==> src/rtl/spi_arbiter.sv <==
// Round-robin scheduler sharing one spi_core master between N_REQ single-word requesters.
// Define SPI_ARB_TIMEOUT_EN to add a watchdog that aborts a stuck transfer after TIMEOUT cycles.
module spi_arbiter #(
  parameter int N_REQ   = 2,
  parameter int D_WIDTH = 8,
  parameter int ADDR_W  = 1,
  parameter int DIV_W   = 8,
  parameter int TIMEOUT = 4096
) (
  input  logic                       clock,
  input  logic                       reset_n,
  input  logic [N_REQ-1:0]           req_valid,
  input  logic [N_REQ*D_WIDTH-1:0]   req_tx_data,
  input  logic [N_REQ*ADDR_W-1:0]    req_addr,
  input  logic [2*N_REQ-1:0]         req_mode,
  input  logic [DIV_W-1:0]           cfg_clk_div,
  output logic [N_REQ-1:0]           req_ack,
  output logic [N_REQ-1:0]           rsp_valid,
  output logic [D_WIDTH-1:0]         rsp_data,
  output logic                       rsp_err,
  output logic                       core_enable,
  output logic                       core_cpol,
  output logic                       core_cpha,
  output logic                       core_cont,
  output logic [ADDR_W-1:0]          core_addr,
  output logic [DIV_W-1:0]           core_clk_div,
  output logic [D_WIDTH-1:0]         core_tx_data,
  input  logic                       core_busy,
  input  logic [D_WIDTH-1:0]         core_rx_data
);

  // state       | meaning
  // S_IDLE      | arbitrate once the core reports not busy
  // S_LAUNCH    | one-cycle start strobe to the core
  // S_WAIT_BUSY | wait for the core to accept (busy rises)
  // S_WAIT_DONE | wait for the core to finish (busy falls)
  typedef enum logic [1:0] {
    S_IDLE      = 2'd0,
    S_LAUNCH    = 2'd1,
    S_WAIT_BUSY = 2'd2,
    S_WAIT_DONE = 2'd3
  } state_t;

  localparam int IDX_W = (N_REQ > 1) ? $clog2(N_REQ) : 1;

  state_t             r_state;
  state_t             w_state_nxt;
  logic [IDX_W-1:0]   r_rr_ptr;
  logic [IDX_W-1:0]   r_idx;
  logic [IDX_W-1:0]   w_win_idx;
  logic [IDX_W-1:0]   w_cand;
  logic [IDX_W-1:0]   w_ptr_nxt;
  logic               w_win_found;
  logic               w_grant;
  logic               w_launch;
  logic               w_done;
  logic               w_timeout;

  logic [N_REQ-1:0]   r_req_ack;
  logic [N_REQ-1:0]   r_rsp_valid;
  logic [D_WIDTH-1:0] r_rsp_data;
  logic               r_core_enable;
  logic               r_core_cpol;
  logic               r_core_cpha;
  logic [ADDR_W-1:0]  r_core_addr;
  logic [D_WIDTH-1:0] r_core_tx_data;

  // Walk downward in offset so the nearest requester at or after r_rr_ptr wins last.
  always_comb begin
    w_win_found = 1'b0;
    w_win_idx   = '0;
    w_cand      = '0;
    for (int k = N_REQ - 1; k >= 0; k--) begin
      w_cand = IDX_W'((int'(r_rr_ptr) + k) % N_REQ);
      if (req_valid[w_cand]) begin
        w_win_found = 1'b1;
        w_win_idx   = w_cand;
      end
    end
  end

  assign w_ptr_nxt = (r_idx == IDX_W'(N_REQ - 1)) ? '0 : r_idx + 1'b1;

  always_comb begin
    w_state_nxt = r_state;
    w_grant     = 1'b0;
    w_launch    = 1'b0;
    w_done      = 1'b0;
    case (r_state)
      S_IDLE: begin
        if (!core_busy && w_win_found) begin
          w_grant     = 1'b1;
          w_state_nxt = S_LAUNCH;
        end
      end
      S_LAUNCH: begin
        w_launch    = 1'b1;
        w_state_nxt = S_WAIT_BUSY;
      end
      S_WAIT_BUSY: begin
        if (core_busy) begin
          w_state_nxt = S_WAIT_DONE;
        end
      end
      S_WAIT_DONE: begin
        if (!core_busy) begin
          w_done      = 1'b1;
          w_state_nxt = S_IDLE;
        end
      end
      default: w_state_nxt = S_IDLE;
    endcase
    if (w_timeout) begin
      w_state_nxt = S_IDLE;
    end
  end

  always_ff @(posedge clock) begin
    if (!reset_n) begin
      r_state        <= S_IDLE;
      r_rr_ptr       <= '0;
      r_idx          <= '0;
      r_req_ack      <= '0;
      r_rsp_valid    <= '0;
      r_rsp_data     <= '0;
      r_core_enable  <= 1'b0;
      r_core_cpol    <= 1'b0;
      r_core_cpha    <= 1'b0;
      r_core_addr    <= '0;
      r_core_tx_data <= '0;
    end else begin
      r_state       <= w_state_nxt;
      r_req_ack     <= '0;
      r_rsp_valid   <= '0;
      r_core_enable <= w_launch;
      if (w_grant) begin
        r_idx                      <= w_win_idx;
        r_req_ack[w_win_idx]       <= 1'b1;
        r_core_tx_data             <= req_tx_data[int'(w_win_idx)*D_WIDTH +: D_WIDTH];
        r_core_addr                <= req_addr[int'(w_win_idx)*ADDR_W +: ADDR_W];
        {r_core_cpol, r_core_cpha} <= req_mode[2*int'(w_win_idx) +: 2];
      end
      // A timed-out transfer still answers its requester, with zero data.
      if (w_done || w_timeout) begin
        r_rsp_valid[r_idx] <= 1'b1;
        r_rsp_data         <= w_done ? core_rx_data : '0;
        r_rr_ptr           <= w_ptr_nxt;
      end
    end
  end

`ifdef SPI_ARB_TIMEOUT_EN
  localparam int TMR_W = (TIMEOUT > 1) ? $clog2(TIMEOUT) : 1;

  logic [TMR_W-1:0] r_timer;
  logic             r_rsp_err;

  // Loaded while launching so the count covers exactly TIMEOUT waiting cycles.
  always_ff @(posedge clock) begin
    if (!reset_n) begin
      r_timer   <= '0;
      r_rsp_err <= 1'b0;
    end else begin
      r_rsp_err <= w_timeout;
      if (w_launch) begin
        r_timer <= TMR_W'(TIMEOUT - 1);
      end else if ((r_state == S_WAIT_BUSY || r_state == S_WAIT_DONE) && r_timer != '0) begin
        r_timer <= r_timer - 1'b1;
      end
    end
  end

  assign w_timeout = (r_state == S_WAIT_BUSY || (r_state == S_WAIT_DONE && core_busy))
                     && (r_timer == '0);
  assign rsp_err   = r_rsp_err;
`else
  assign w_timeout = 1'b0;
  assign rsp_err   = 1'b0;
`endif

  assign req_ack      = r_req_ack;
  assign rsp_valid    = r_rsp_valid;
  assign rsp_data     = r_rsp_data;
  assign core_enable  = r_core_enable;
  assign core_cpol    = r_core_cpol;
  assign core_cpha    = r_core_cpha;
  assign core_cont    = 1'b0;
  assign core_addr    = r_core_addr;
  assign core_clk_div = cfg_clk_div;
  assign core_tx_data = r_core_tx_data;

endmodule
==> config.mk <==
export PLATFORM = sky130hd
export DESIGN_NAME = spi_arbiter
export DESIGN_NICKNAME = d
export VERILOG_FILES = /design/src/rtl/spi_arbiter.sv
export SDC_FILE = /design/constraint.sdc
export NUM_CORES = 1
export LEC_CHECK = 0
export CELL_PAD_IN_SITES_DETAIL_PLACEMENT = 1
export CELL_PAD_IN_SITES_GLOBAL_PLACEMENT = 2
export CORE_ASPECT_RATIO = 1.2
export CORE_MARGIN = 2
export CORE_UTILIZATION = 21
export DETAILED_ROUTE_END_ITERATION = 10
export PLACE_DENSITY = 0.89
export RECOVER_POWER = 50
export SYNTH_ARGS = -nofsm -noshare
export SYNTH_HDL_FRONTEND = slang
export SYNTH_SLANG_ARGS = --single-unit
export TNS_END_PERCENT = 50
==> constraint.sdc <==
create_clock -name clock -period 3.4 [get_ports clock]
set_input_delay 0.85 -clock clock [delete_from_list [all_inputs] [get_ports clock]]
set_output_delay 0.85 -clock clock [all_outputs]
set_load 0.02 [all_outputs]
==> run_summary.xml, run 1 <==
<?xml version="1.0" encoding="UTF-8"?>
<metrics>
  <group name="critical_path">
    <metric name="critical_path.slowest_cell" unit="">dlygate4sd3_1</metric>
    <metric name="regToRegStartpoint" unit="">r_state[0]</metric>
    <metric name="crit_family" unit="">buffers and inverters</metric>
    <metric name="crit_buf_inv" unit="">1</metric>
    <metric name="crit_end" unit="">core_cpol</metric>
    <metric name="crit_path_start" unit="">core_busy</metric>
    <metric name="timing.critical_path.depth" unit="">4</metric>
    <metric name="timing.critical_path.slowest_cell_delay" unit="ns">0.63</metric>
    <metric name="startpoint_type" unit="">input pin</metric>
    <metric name="endpoint_kind" unit="">register</metric>
    <metric name="timing.setup.critical_path_class" unit="">in2reg</metric>
    <metric name="worst_ep_required_time" unit="ns">3.52</metric>
    <metric name="worstPathMaxFanout" unit="">12</metric>
    <metric name="worstRegToRegCells" unit="">5</metric>
    <metric name="reg2reg_to" unit="">core_cpol</metric>
    <metric name="worstPathArrival" unit="ns">2.55</metric>
    <metric name="timing.critical_path.cells" unit="">dlygate4sd3_1 &gt; o21bai_1 &gt; nor2_1 &gt; a311oi_1</metric>
    <metric name="regToRegSetupSlack" unit="ns">1.34</metric>
  </group>
  <group name="sta">
    <metric name="report.final.hold_viol_count" unit="">0</metric>
    <metric name="clock.fmax" unit="MHz">411</metric>
    <metric name="slew_limit_fails" unit="">0</metric>
    <metric name="number_of_setup_violations_in_the_final_report" unit="">0</metric>
    <metric name="finalSetupTns" unit="ns">0</metric>
    <metric name="worst_pin_slew" unit="ns">0.792</metric>
    <metric name="post-route-min-period" unit="ns">2.43</metric>
    <metric name="final_min_period_over_clock_period" unit="%">71.5</metric>
    <metric name="grt_setup_unrepaired" unit="">false</metric>
    <metric name="slew_headroom" unit="%">47.0</metric>
  </group>
  <group name="place">
    <metric name="place_area" unit="µm²">1890</metric>
    <metric name="place.port_buffers" unit="">58</metric>
    <metric name="finalWeightedCongestion" unit="">0.660</metric>
    <metric name="pre_cts_ws" unit="ns">0.713</metric>
    <metric name="post-dp-hpwl" unit="µm">2820</metric>
  </group>
  <group name="global_route">
    <metric name="pin_count_of_the_biggest_net_entering_global_routing" unit="">25</metric>
    <metric name="overflow" unit="">0</metric>
    <metric name="grt_use_total" unit="%">11.3</metric>
    <metric name="grt_first_pass_wirelength" unit="µm">6320</metric>
    <metric name="antenna_found_initial" unit="">0</metric>
    <metric name="first_global_vias" unit="">1258</metric>
  </group>
  <group name="floorplan">
    <metric name="ios" unit="">77</metric>
    <metric name="floorplan.die.width" unit="µm">76.2</metric>
    <metric name="chip_area" unit="µm²">6900</metric>
    <metric name="fp.coreArea" unit="µm²">6050</metric>
    <metric name="std_cell_rows" unit="">31</metric>
    <metric name="floorplanUtilization" unit="%">21.7</metric>
    <metric name="die_height" unit="µm">90.6</metric>
  </group>
  <group name="power_and_ir_drop">
    <metric name="seqPwrFrac" unit="%">38.1</metric>
    <metric name="share_clk_of_total_power" unit="%">24.4</metric>
    <metric name="intPower" unit="µW">729</metric>
    <metric name="combinationalPowerShare" unit="%">37.5</metric>
    <metric name="post-layout-total-power" unit="µW">1100</metric>
    <metric name="worst_ir_drop_vdd" unit="V">0.000160</metric>
    <metric name="leakage" unit="µW">0.000732</metric>
    <metric name="power_switching_share" unit="%">33.9</metric>
    <metric name="power_density" unit="nW/µm²">561</metric>
    <metric name="power_switching" unit="µW">374</metric>
  </group>
  <group name="yosys">
    <metric name="synthesis.area" unit="µm²">1310</metric>
    <metric name="number_of_warnings_issued_by_yosys" unit="">0</metric>
    <metric name="number_of_cell_instances_after_yosys_synthesis" unit="">153</metric>
    <metric name="ys_seq_share" unit="%">42.7</metric>
    <metric name="yosys_register_bits" unit="">28</metric>
    <metric name="synth-area-yosys" unit="µm²">1310</metric>
    <metric name="synthesis.area_per_instance" unit="µm²">8.58</metric>
    <metric name="syn-instance-count" unit="">153</metric>
    <metric name="synthDistinctLibCells" unit="">31</metric>
  </group>
  <group name="clocking">
    <metric name="numClockSinks" unit="">28</metric>
    <metric name="cell_at_the_root_of_the_clock_tree" unit="">clkbuf_8</metric>
    <metric name="worst_skew_pair.late_latency" unit="ns">0.27</metric>
    <metric name="postCtsSetupRepairBufs" unit="">0</metric>
    <metric name="clk_pin_slew" unit="ns">0.10</metric>
    <metric name="ctsResizeCount" unit="">0</metric>
    <metric name="tritoncts" unit="">yes</metric>
    <metric name="ctsLongestPathBuffers" unit="">2</metric>
    <metric name="cts-htree-levels" unit="">1</metric>
    <metric name="holdBufCountCts" unit="">0</metric>
  </group>
  <group name="final_layout">
    <metric name="finish.utilization" unit="%">32.5</metric>
    <metric name="drive_gt1_share" unit="%">5.08</metric>
    <metric name="num_antenna_cells" unit="">0</metric>
    <metric name="fin_nets" unit="">245</metric>
  </group>
  <group name="drt">
    <metric name="drc_errors" unit="">0</metric>
    <metric name="via_count" unit="">1209</metric>
    <metric name="drtPass1Iterations" unit="">4</metric>
    <metric name="drt_iter0_markers" unit="">39</metric>
    <metric name="drt.antenna.violating_nets" unit="">0</metric>
    <metric name="drt-wirelength-per-cell" unit="µm">13.6</metric>
    <metric name="route.detailed.vias_per_inst" unit="">4.33</metric>
    <metric name="finalWirelength" unit="µm">3810</metric>
  </group>
  <group name="outcome">
    <metric name="run_status" unit="">complete, no violations</metric>
  </group>
  <group name="worst_hold_path">
    <metric name="endpoint_of_the_worst_hold_path" unit="">rsp_data[6]</metric>
    <metric name="hold_path_depth" unit="">2</metric>
    <metric name="min_path_type" unit="">reg2reg</metric>
    <metric name="hold_path_start" unit="">rsp_data[6]</metric>
  </group>
  <group name="flow_run">
    <metric name="tally_of_max_capacitance_violations" unit="">0</metric>
    <metric name="tool_warnings" unit="">29</metric>
  </group>
</metrics>
-- run 1: sequential cells by signal, summed over array words and instances, names as in the netlist --
name and flops:
core_tx_data 8, rsp_data 8, r_state 2, req_ack 2
rsp_valid 2, core_addr 1, core_cpha 1, core_cpol 1
core_enable 1, r_idx 1, r_rr_ptr 1
-- run 1: area by class of cell --
class,count,area [µm²]
timing repair buffer,60,596
clock inverter,1,30.0
clock buffer,3,41.3
multi-input combinational,100,617
tap,82,103
inverter,5,18.8
sequential,28,561
fill,736,4090
-- run 1: synthesized netlist by cell type --
cell	count	area, µm²
o22ai_1	1	6.26
a21oi_1	21	105
buf_2	3	15.0
nand3b_1	11	82.6
nor3_1	1	5.00
nand2_1	19	71.3
inv_2	1	3.75
buf_4	10	75.1
o21ai_0	11	55.1
and2_1	1	6.26
o21a_1	1	7.51
mux2i_1	1	10.0
mux2_2	1	11.3
inv_1	4	15.0
a211oi_1	1	7.51
or4_1	1	7.51
and3_1	2	12.5
o21ba_2	1	10.0
conb_1	1	3.75
ha_1	4	50.1
clkbuf_1	7	26.3
nor4_1	1	6.26
nor2b_1	1	6.26
dfxtp_1	28	561
buf_1	1	3.75
o21ai_1	1	5.00
a311oi_1	11	96.3
o21bai_1	1	7.51
nor2_1	2	7.51
nor2b_4	1	13.8
nand2b_1	3	18.8
-- run 1: metal layers --
layer	track usage [%]	vias up	wire, µm
met3	2.40	4	223
li1	-	611	-
met5	0	-	0
met4	3.03	0	24
met2	20.2	51	1840
met1	13.6	543	1720
-- run 1: power groups by stage --
stage / registers, µW / logic, µW / clock network, µW
floorplan: 476 / 208 / 0
global placement: 428 / 414 / 0
detailed placement: 429 / 424 / 0
CTS: 423 / 428 / 278
global route: 429 / 453 / 289
finish: 420 / 414 / 269
-- run 1: layout by cell type (no fill, tap or decap) --
master,n
o22ai_1,1
a211oi_1,1
mux2i_1,1
nand3b_1,11
clkbuf_8,3
buf_4,2
dfxtp_1,28
o21bai_1,1
nand2_1,19
inv_1,4
o21a_1,1
dlygate4sd3_1,18
nor3_1,1
and3_1,2
mux2_2,1
nand2b_1,3
nor4_1,1
a21oi_1,21
o21ai_1,1
clkdlybuf4s50_1,40
conb_1,2
a311oi_1,11
o21ba_2,1
ha_1,4
nor2b_1,1
o21ai_0,11
or4_1,1
bufinv_16,1
and2_1,1
nor2b_4,1
inv_2,1
nor2_1,2
-- run 1: cell families after synthesis --
family | Yosys count | synth area share [%]
AND/OR/NAND/NOR | 43 | 18.1
other | 1 | 0.286
multiplexers | 2 | 1.62
buffers and inverters | 26 | 10.6
adder cells (fa/ha/maj) | 4 | 3.81
AND-OR/OR-AND | 49 | 22.9
flip-flops | 28 | 42.7
-- run 1: per-stage QoR --
| stage | hold slack, ns | instances |
|---|---|---|
| 2_1_floorplan | 0.424 | 154 |
| 3_3_place_gp | 0.442 | 275 |
| 3_5_place_dp | 0.449 | 275 |
| 4_1_cts | 0.464 | 279 |
| 5_1_grt | 0.493 | 279 |
| 6_report | 0.456 | 279 |
-- run 1: worst reg2reg max path, cell delays in order (launching register included) --
cell      delay (ns)
dfxtp_1         0.35
inv_1           0.09
ha_1            0.51
inv_2           0.11
nor2_1          0.64
a311oi_1        0.20
run_1/clock_map.png
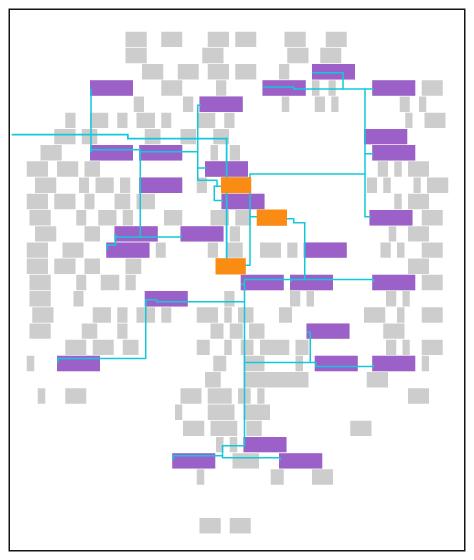
[purple] flip-flops | count: 28
[orange] cells driving clock nets | count: 3
[cyan] clock wires | length: 404 µm
routed clock nets: 4

run_1/final_clocks.png
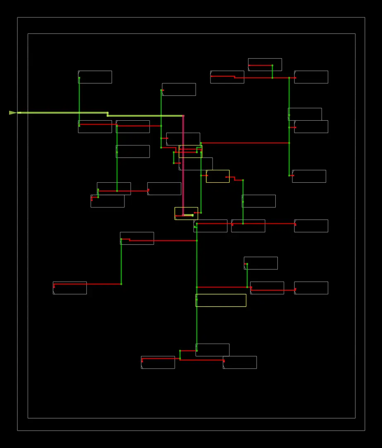
worst clock skew on the final layout: 0.00299 ns
number of buffers inserted during clock tree synthesis: 3

run_1/drive_strength.png
The bar under the picture is 20 µm long.
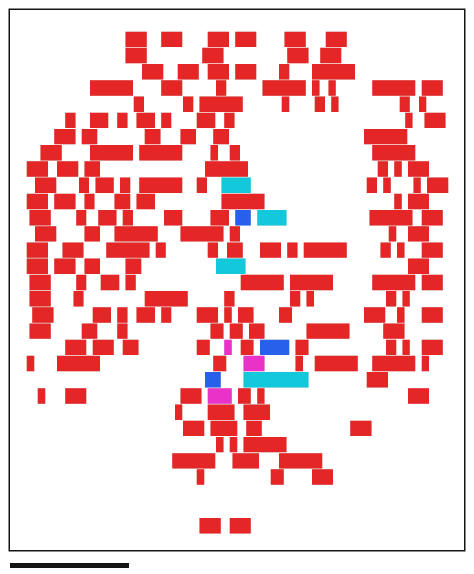
[blue] drive 3 to 4 | cells: 3 | share: 1.5%
[magenta] drive 2 | cells: 3 | share: 1.5%
[cyan] drive 6 and up | cells: 4 | share: 2.0%
[red] drive 1 or less | cells: 187 | share: 95%
setup slack after layout: 0.969 ns
area growth from synthesis to layout: 49.8%
summed area of non-filler cells in the final layout: 1970 µm²

run_1/cell_classes.png
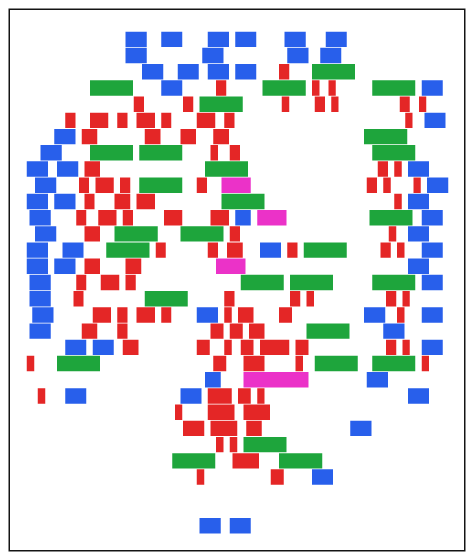
[blue] other buffers and delay cells | cells: 60 | share of their area: 32%
[green] flops | cells: 28 | share of their area: 30%
[magenta] clock drivers and dummy loads | cells: 4 | share of their area: 3.8%
[red] all other logic | cells: 105 | share of their area: 34%

run_1/registers.png
The bar under the picture is 20 µm long. Other sequential cells in the stronger gray, the rest of the logic in the fainter gray.
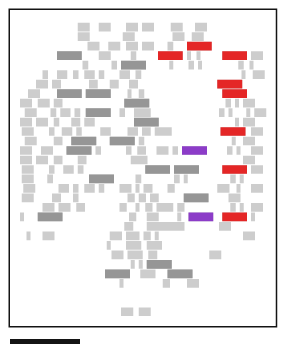

==> run 2: changes to the inputs <==
--- a/config.mk
+++ b/config.mk
@@ -9,9 +9,9 @@
 export CELL_PAD_IN_SITES_GLOBAL_PLACEMENT = 2
 export CORE_ASPECT_RATIO = 1.2
 export CORE_MARGIN = 2
-export CORE_UTILIZATION = 21
+export CORE_UTILIZATION = 20
 export DETAILED_ROUTE_END_ITERATION = 10
-export PLACE_DENSITY = 0.89
+export PLACE_DENSITY = 0.86
 export RECOVER_POWER = 50
 export SYNTH_ARGS = -nofsm -noshare
 export SYNTH_HDL_FRONTEND = slang
==> constraint.sdc (replaced) <==
create_clock -name clock -period 2.4 [get_ports clock]
set_input_delay 0.6 -clock clock [delete_from_list [all_inputs] [get_ports clock]]
set_output_delay 0.6 -clock clock [all_outputs]
set_load 0.02 [all_outputs]
run_2/registers.png
The bar under the picture is 20 µm long. Other sequential cells in the stronger gray, the rest of the logic in the fainter gray.
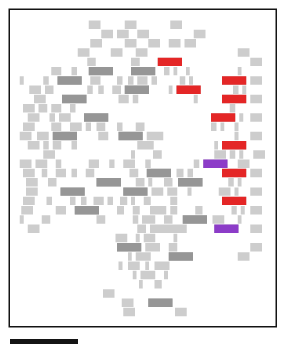
[purple] `rsp_valid` | sequential cells: 2
[red] `rsp_data` | sequential cells: 8

run_2/drive_strength.png
The bar under the picture is 20 µm long.
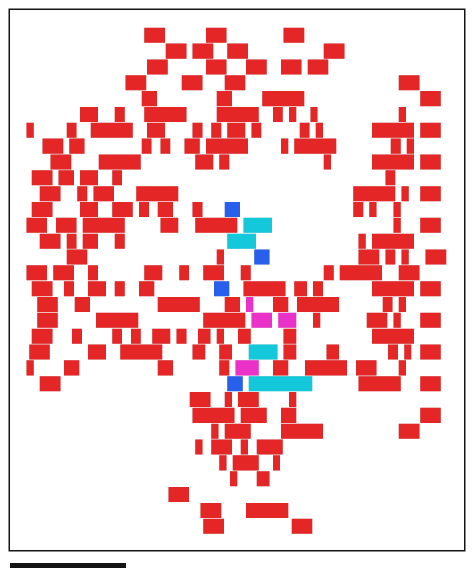
[blue] drive 3 to 4 | cells: 4 | share: 2.0%
[cyan] drive 6 and up | cells: 4 | share: 2.0%
[red] drive 1 or less | cells: 190 | share: 94%
[magenta] drive 2 | cells: 4 | share: 2.0%
number of non-clock buffers: 65
setup slack after layout: 0.237 ns

==> run 2 against run 1 <==
Compared with the run above: routed wire length increased by 7.4%; non-clock buffer count grew 5; final area up 1.3%; power increased by 45%; via count rose by 5.0%; critical path depth stayed put; critical path type unchanged; largest cell class is now non-clock buffers.
==> run_summary.xml, run 2 <==
<?xml version="1.0" encoding="UTF-8"?>
<metrics>
  <group name="outcome">
    <metric name="run_status" unit="">complete, no violations</metric>
  </group>
  <group name="clocking">
    <metric name="cts_inserted_buffers" unit="">3</metric>
    <metric name="numClockSinks" unit="">28</metric>
    <metric name="ctsResizeCount" unit="">0</metric>
    <metric name="cts-htree-levels" unit="">1</metric>
    <metric name="ctsLongestPathBuffers" unit="">2</metric>
    <metric name="tritoncts" unit="">yes</metric>
    <metric name="clk_pin_slew" unit="ns">0.11</metric>
    <metric name="cell_at_the_root_of_the_clock_tree" unit="">clkbuf_8</metric>
    <metric name="postCtsSetupRepairBufs" unit="">0</metric>
    <metric name="holdBufCountCts" unit="">0</metric>
  </group>
  <group name="power_and_ir_drop">
    <metric name="worst_ir_drop_vdd" unit="V">0.000295</metric>
    <metric name="leakage" unit="µW">0.000714</metric>
    <metric name="power_density" unit="nW/µm²">801</metric>
    <metric name="post-layout-total-power" unit="µW">1590</metric>
  </group>
  <group name="final_layout">
    <metric name="area.growth.synth_to_final" unit="%">51.7</metric>
    <metric name="drive_gt1_share" unit="%">5.94</metric>
    <metric name="logic_area" unit="µm²">612</metric>
    <metric name="seq_area" unit="µm²">561</metric>
    <metric name="nFillCells" unit="">789</metric>
    <metric name="fin_nets" unit="">250</metric>
    <metric name="finish.cell_count_without_fillers" unit="">287</metric>
    <metric name="num_antenna_cells" unit="">0</metric>
    <metric name="layout.cells.most_common" unit="">clkdlybuf4s50_1</metric>
    <metric name="most-common-layout-cells" unit="">clkdlybuf4s50_1, dfxtp_1, a21oi_1</metric>
  </group>
  <group name="yosys">
    <metric name="post_synth_edffs" unit="">0</metric>
    <metric name="synth.most_common_cell" unit="">dfxtp_1</metric>
    <metric name="synthesis.area" unit="µm²">1310</metric>
    <metric name="number_of_warnings_issued_by_yosys" unit="">0</metric>
    <metric name="area_leaders" unit="">dfxtp_1, a21oi_1, a311oi_1</metric>
    <metric name="synthTopCellsByCount" unit="">dfxtp_1, a21oi_1, nand2_1</metric>
    <metric name="ys_seq_share" unit="%">42.7</metric>
    <metric name="number_of_cell_instances_after_yosys_synthesis" unit="">153</metric>
    <metric name="async_flop_share" unit="%">0</metric>
    <metric name="postSynth.topFlopCell" unit="">dfxtp_1</metric>
    <metric name="synthesis.area_per_instance" unit="µm²">8.58</metric>
    <metric name="yosys_register_bits" unit="">28</metric>
    <metric name="top_area_share" unit="%">42.7</metric>
    <metric name="synthDistinctLibCells" unit="">31</metric>
    <metric name="synth-area-yosys" unit="µm²">1310</metric>
    <metric name="syn-instance-count" unit="">153</metric>
    <metric name="synth_area_leader_cell" unit="">dfxtp_1</metric>
  </group>
  <group name="sta">
    <metric name="post-route-min-period" unit="ns">2.16</metric>
    <metric name="slew_limit_fails" unit="">0</metric>
    <metric name="worst_pin_slew" unit="ns">0.853</metric>
    <metric name="finalSetupTns" unit="ns">0</metric>
    <metric name="number_of_setup_violations_in_the_final_report" unit="">0</metric>
    <metric name="grt_setup_unrepaired" unit="">false</metric>
    <metric name="clock.fmax" unit="MHz">462</metric>
    <metric name="final_min_period_over_clock_period" unit="%">90.1</metric>
    <metric name="report.final.hold_viol_count" unit="">0</metric>
    <metric name="whs" unit="ns">0.460</metric>
    <metric name="slew_headroom" unit="%">42.9</metric>
  </group>
  <group name="critical_path">
    <metric name="startpoint_type" unit="">input pin</metric>
    <metric name="worstPathArrival" unit="ns">2.28</metric>
    <metric name="worstPathMaxFanout" unit="">12</metric>
    <metric name="worst_ep_required_time" unit="ns">2.52</metric>
    <metric name="endpoint_kind" unit="">register</metric>
    <metric name="timing.setup.critical_path_class" unit="">in2reg</metric>
  </group>
  <group name="drt">
    <metric name="drt_iter0_markers" unit="">35</metric>
    <metric name="drt-wirelength-per-cell" unit="µm">14.3</metric>
    <metric name="finalWirelength" unit="µm">4090</metric>
    <metric name="drtPass1Iterations" unit="">4</metric>
    <metric name="via_count" unit="">1270</metric>
    <metric name="route.detailed.vias_per_inst" unit="">4.43</metric>
    <metric name="drc_errors" unit="">0</metric>
    <metric name="drt.antenna.violating_nets" unit="">0</metric>
  </group>
  <group name="global_route">
    <metric name="grt_first_pass_wirelength" unit="µm">6420</metric>
    <metric name="pin_count_of_the_biggest_net_entering_global_routing" unit="">25</metric>
    <metric name="grt_use_total" unit="%">11.4</metric>
    <metric name="antenna_found_initial" unit="">0</metric>
    <metric name="overflow" unit="">0</metric>
    <metric name="first_global_vias" unit="">1326</metric>
  </group>
  <group name="floorplan">
    <metric name="floorplanUtilization" unit="%">20.5</metric>
    <metric name="ios" unit="">77</metric>
    <metric name="chip_area" unit="µm²">7230</metric>
    <metric name="fp.coreArea" unit="µm²">6410</metric>
    <metric name="floorplan.die.width" unit="µm">78.0</metric>
    <metric name="std_cell_rows" unit="">32</metric>
    <metric name="die_height" unit="µm">92.7</metric>
  </group>
  <group name="flow_run">
    <metric name="tool_warnings" unit="">29</metric>
    <metric name="tally_of_max_capacitance_violations" unit="">0</metric>
  </group>
  <group name="place">
    <metric name="finalWeightedCongestion" unit="">0.662</metric>
    <metric name="place.port_buffers" unit="">58</metric>
    <metric name="post-dp-hpwl" unit="µm">2940</metric>
    <metric name="place.detailed.instances" unit="">283</metric>
  </group>
  <group name="worst_hold_path">
    <metric name="min_path_type" unit="">reg2reg</metric>
  </group>
</metrics>
run_2/clock_map.png
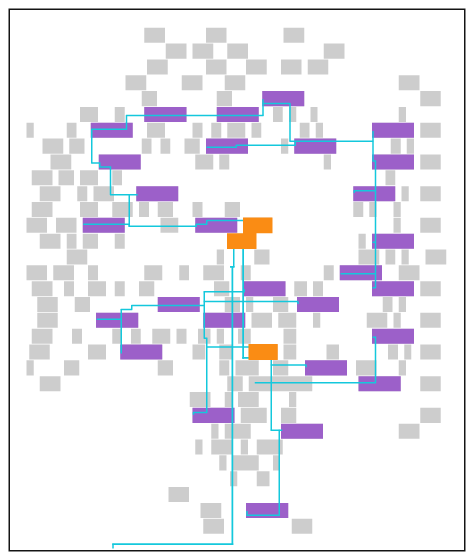
[orange] cells driving clock nets | count: 3
[cyan] clock wires | length: 432 µm
[purple] flip-flops | count: 28
routed clock nets: 4
P_clk: 386 µW
clock latency reported for the late side of the worst-skew pair: 0.28 ns
relative contribution of the clock network to total power: 24.2%
worst clock skew on the final layout: 0.00766 ns

run 2: cell counts after synthesis:
Identical to the previous run, type by type.
run 2: cell type report:
type | count | area share, %
clock buffer | 3 | 2.07
clock inverter | 1 | 1.51
inverter | 5 | 0.943
multi-input combinational | 100 | 30.7
sequential | 28 | 28.2
tap | 85 | 5.34
timing repair buffer | 65 | 31.2
run 2: layer usage:
metal,track usage [%],wire (µm),vias to the layer above
met4,5.12,72,0
met3,1.36,217,8
met1,13.7,1770,596
met2,20.0,2030,45
li1,-,-,621
met5,0,0,-
run 2: logic make-up after synthesis:
kind of cell | synth area share, %
compound gates | 22.9
fa+ha+maj | 3.81
buf+inv | 10.6
flops | 42.7
mux | 1.62
other cells | 0.286
simple gates | 18.1
run 2: critical path, cell delays in order:
cell,delay [ns]
dlygate4sd3_1,0.57
o21bai_1,0.22
nor2_1,0.67
a311oi_1,0.21
run 2: worst paths after layout:
check,depth (start not counted),slack [ns],endpoint,from
setup / recovery,4,0.24,core_tx_data[3],core_busy
hold / removal,2,0.46,rsp_data[6],rsp_data[6]
setup reg to reg,5,0.65,core_tx_data[3],r_state[0]
hold reg to reg,2,0.46,rsp_data[6],rsp_data[6]
run 2: metrics by stage:
| stage | utilization [%] | worst slack (ns) | instance area [µm²] |
|---|---|---|---|
| global route | 31.1 | 0.176 | 1990 |
| global placement | 30.2 | 0.169 | 1940 |
| detailed placement | 30.2 | 0.0705 | 1940 |
| CTS | 31.3 | 0.360 | 2010 |
| finish | 31.1 | 0.237 | 1990 |
| floorplan | - | 1.04 | 1320 |
run 2: where the power goes:
group | total (µW) | internal [µW] | leakage [µW] | switching, µW
clock | 386 | 224 | 0.0000357 | 163
combinational | 610 | 281 | 0.000450 | 329
sequential | 598 | 546 | 0.000229 | 52.8
==> run 3: changes to the inputs <==
--- a/config.mk
+++ b/config.mk
@@ -10,9 +10,11 @@
 export CORE_ASPECT_RATIO = 1.2
 export CORE_MARGIN = 2
 export CORE_UTILIZATION = 20
+export CTS_CLUSTER_SIZE = 25
 export DETAILED_ROUTE_END_ITERATION = 10
 export PLACE_DENSITY = 0.86
 export RECOVER_POWER = 50
+export SLEW_MARGIN = 10
 export SYNTH_ARGS = -nofsm -noshare
 export SYNTH_HDL_FRONTEND = slang
 export SYNTH_SLANG_ARGS = --single-unit
run_3/registers.png
The bar under the picture is 20 µm long. Other sequential cells in the stronger gray, the rest of the logic in the fainter gray.
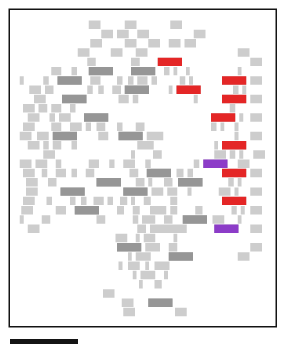
[red] `rsp_data` | sequential cells: 8
[purple] `rsp_valid` | sequential cells: 2

run_3/clock_map.png
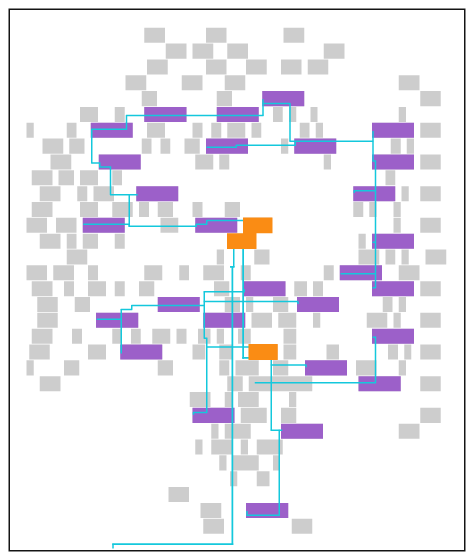
[orange] cells driving clock nets | count: 3
[purple] flip-flops | count: 28
[cyan] clock wires | length: 432 µm
routed clock nets: 4

==> run 3 against run 2 <==
Compared with the run above: clock skew did not move; clock power about the same; global-route usage unchanged; die area unchanged; via count is the same; core utilization did not move; sequential share of layout area unchanged; sequential power is essentially flat; register-to-register slack about the same; cell count is the same.
==> run_summary.xml, run 3 <==
<?xml version="1.0" encoding="UTF-8"?>
<metrics>
  <group name="drt">
    <metric name="drc_errors" unit="">0</metric>
    <metric name="drtPass1Iterations" unit="">4</metric>
    <metric name="drt-wirelength-per-cell" unit="µm">14.3</metric>
    <metric name="drt_iter0_markers" unit="">35</metric>
    <metric name="drt.antenna.violating_nets" unit="">0</metric>
    <metric name="route.detailed.vias_per_inst" unit="">4.43</metric>
    <metric name="finalWirelength" unit="µm">4090</metric>
    <metric name="via_count" unit="">1270</metric>
  </group>
  <group name="floorplan">
    <metric name="std_cell_rows" unit="">32</metric>
    <metric name="fp.coreArea" unit="µm²">6410</metric>
    <metric name="ios" unit="">77</metric>
    <metric name="die_height" unit="µm">92.7</metric>
    <metric name="chip_area" unit="µm²">7230</metric>
    <metric name="floorplanUtilization" unit="%">20.5</metric>
    <metric name="floorplan.die.width" unit="µm">78.0</metric>
  </group>
  <group name="power_and_ir_drop">
    <metric name="power_density" unit="nW/µm²">801</metric>
    <metric name="post-layout-total-power" unit="µW">1590</metric>
    <metric name="leakage" unit="µW">0.000714</metric>
    <metric name="worst_ir_drop_vdd" unit="V">0.000295</metric>
  </group>
  <group name="critical_path">
    <metric name="worstPathMaxFanout" unit="">12</metric>
    <metric name="timing.setup.critical_path_class" unit="">in2reg</metric>
    <metric name="worstPathArrival" unit="ns">2.28</metric>
    <metric name="worst_ep_required_time" unit="ns">2.52</metric>
    <metric name="regToRegSetupSlack" unit="ns">0.65</metric>
    <metric name="startpoint_type" unit="">input pin</metric>
    <metric name="endpoint_kind" unit="">register</metric>
  </group>
  <group name="yosys">
    <metric name="synthDistinctLibCells" unit="">31</metric>
    <metric name="syn-instance-count" unit="">153</metric>
    <metric name="synthesis.area" unit="µm²">1310</metric>
    <metric name="synth-area-yosys" unit="µm²">1310</metric>
    <metric name="post_synth_and_or_nand_nor_area_fraction" unit="%">18.1</metric>
    <metric name="synthTopCellsByCount" unit="">dfxtp_1, a21oi_1, nand2_1</metric>
    <metric name="post_synth_edffs" unit="">0</metric>
    <metric name="ys_seq_share" unit="%">42.7</metric>
    <metric name="area_leaders" unit="">dfxtp_1, a21oi_1, a311oi_1</metric>
    <metric name="synth.most_common_cell" unit="">dfxtp_1</metric>
    <metric name="top_logic_kind" unit="">AND-OR/OR-AND gates</metric>
    <metric name="synth.cellmix.adderShare" unit="%">3.81</metric>
    <metric name="xor_area_share" unit="%">0</metric>
    <metric name="number_of_cell_instances_after_yosys_synthesis" unit="">153</metric>
    <metric name="number_of_warnings_issued_by_yosys" unit="">0</metric>
    <metric name="synthesis.area_per_instance" unit="µm²">8.58</metric>
    <metric name="synthMuxAreaShare" unit="%">1.62</metric>
    <metric name="postSynth.topFlopCell" unit="">dfxtp_1</metric>
    <metric name="synth_area_leader_cell" unit="">dfxtp_1</metric>
    <metric name="async_flop_share" unit="%">0</metric>
    <metric name="ys_sh_aoi" unit="%">22.9</metric>
    <metric name="top_area_share" unit="%">42.7</metric>
    <metric name="yosys_register_bits" unit="">28</metric>
  </group>
  <group name="place">
    <metric name="finalWeightedCongestion" unit="">0.662</metric>
    <metric name="pre_cts_ws" unit="ns">0.0705</metric>
    <metric name="post-dp-hpwl" unit="µm">2940</metric>
    <metric name="place_area" unit="µm²">1940</metric>
    <metric name="place.port_buffers" unit="">58</metric>
  </group>
  <group name="sta">
    <metric name="number_of_setup_violations_in_the_final_report" unit="">0</metric>
    <metric name="post-route-min-period" unit="ns">2.16</metric>
    <metric name="slew_limit_fails" unit="">0</metric>
    <metric name="report.final.hold_viol_count" unit="">0</metric>
    <metric name="clock.fmax" unit="MHz">462</metric>
    <metric name="finalSetupTns" unit="ns">0</metric>
    <metric name="timing.clock.skew" unit="ns">0.00766</metric>
    <metric name="worst_pin_slew" unit="ns">0.853</metric>
    <metric name="grt_setup_unrepaired" unit="">false</metric>
    <metric name="slew_headroom" unit="%">42.9</metric>
    <metric name="final_min_period_over_clock_period" unit="%">90.1</metric>
    <metric name="final.setup.worst_slack" unit="ns">0.237</metric>
  </group>
  <group name="clocking">
    <metric name="worst_skew_pair.late_latency" unit="ns">0.28</metric>
    <metric name="cell_at_the_root_of_the_clock_tree" unit="">clkbuf_8</metric>
    <metric name="clk_pin_slew" unit="ns">0.11</metric>
    <metric name="ctsLongestPathBuffers" unit="">2</metric>
    <metric name="cts_inserted_buffers" unit="">3</metric>
    <metric name="holdBufCountCts" unit="">0</metric>
    <metric name="ctsResizeCount" unit="">0</metric>
    <metric name="postCtsSetupRepairBufs" unit="">0</metric>
    <metric name="tritoncts" unit="">yes</metric>
    <metric name="cts-htree-levels" unit="">1</metric>
  </group>
  <group name="final_layout">
    <metric name="drive_gt1_share" unit="%">5.94</metric>
    <metric name="area.growth.synth_to_final" unit="%">51.7</metric>
    <metric name="post-route-cell-area" unit="µm²">1990</metric>
    <metric name="finish.utilization" unit="%">31.1</metric>
    <metric name="layout.cells.most_common" unit="">clkdlybuf4s50_1</metric>
    <metric name="num_antenna_cells" unit="">0</metric>
    <metric name="most-common-layout-cells" unit="">clkdlybuf4s50_1, dfxtp_1, a21oi_1</metric>
    <metric name="fin_nets" unit="">250</metric>
  </group>
  <group name="global_route">
    <metric name="grt_use_total" unit="%">11.4</metric>
    <metric name="antenna_found_initial" unit="">0</metric>
    <metric name="first_global_vias" unit="">1326</metric>
    <metric name="grt_first_pass_wirelength" unit="µm">6420</metric>
    <metric name="pin_count_of_the_biggest_net_entering_global_routing" unit="">25</metric>
    <metric name="overflow" unit="">0</metric>
  </group>
  <group name="worst_hold_path">
    <metric name="min_path_type" unit="">reg2reg</metric>
  </group>
  <group name="flow_run">
    <metric name="tally_of_max_capacitance_violations" unit="">0</metric>
    <metric name="tool_warnings" unit="">29</metric>
  </group>
  <group name="outcome">
    <metric name="run_status" unit="">complete, no violations</metric>
  </group>
</metrics>
run_3/final_clocks.png
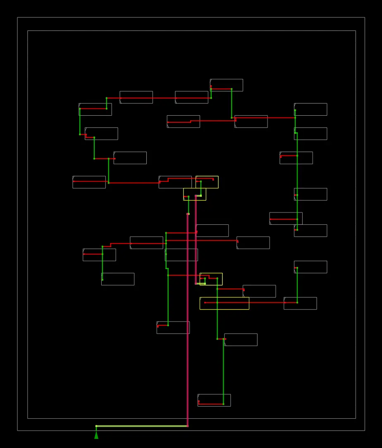
total of clock buffers placed in the layout: 3
layout sequential cell count: 28
clock net sink count: 28

-- run 3: cell counts in the layout (fill, tap and decap cells not counted) --
Identical to the previous run, type by type.
-- run 3: area by class of cell --
class                      count  area [µm²]
clock buffer                   3        41.3
tap                           85         106
fill                         789        4420
multi-input combinational    100         612
clock inverter                 1        30.0
timing repair buffer          65         622
inverter                       5        18.8
sequential                    28         561
-- run 3: power by group --
group	internal (µW)	switching, µW	leakage (µW)
clock	224	163	0.0000357
combinational	281	329	0.000450
sequential	546	52.8	0.000229
total	1050	544	0.000714
-- run 3: layer usage --
metal	part of all wire, %	wire [µm]	vias up	global-route usage (%)
met5	0	0	-	0
met4	1.8	72	0	5.12
met3	5.3	217	8	1.36
met2	50	2030	45	20.0
met1	43	1770	596	13.7
li1	-	-	621	-
-- run 3: worst max-delay path, stage by stage --
cell and delay, ns:
dlygate4sd3_1 0.57, o21bai_1 0.22, nor2_1 0.67, a311oi_1 0.21
-- run 3: cells by family after synthesis --
| group | Yosys count |
|---|---|
| AOI/OAI and AO/OA | 49 |
| adders and majority gates | 4 |
| buffers and inverters | 26 |
| DFF | 28 |
| muxes | 2 |
| other | 1 |
| and+or+nand+nor | 43 |
-- run 3: stage by stage --
stage | instances | hold WS [ns]
after detailed placement | 283 | 0.449
after global placement | 283 | 0.443
after global routing | 287 | 0.481
after CTS | 287 | 0.464
after floorplan | 154 | 0.424
final | 287 | 0.460
-- run 3: final timing paths --
check	start	endpoint	cells after the start
setup / recovery	core_busy	core_tx_data[3]	4
hold / removal	rsp_data[6]	rsp_data[6]	2
setup reg to reg	r_state[0]	core_tx_data[3]	5
hold reg to reg	rsp_data[6]	rsp_data[6]	2
Power and IR drop assume default switching activity.
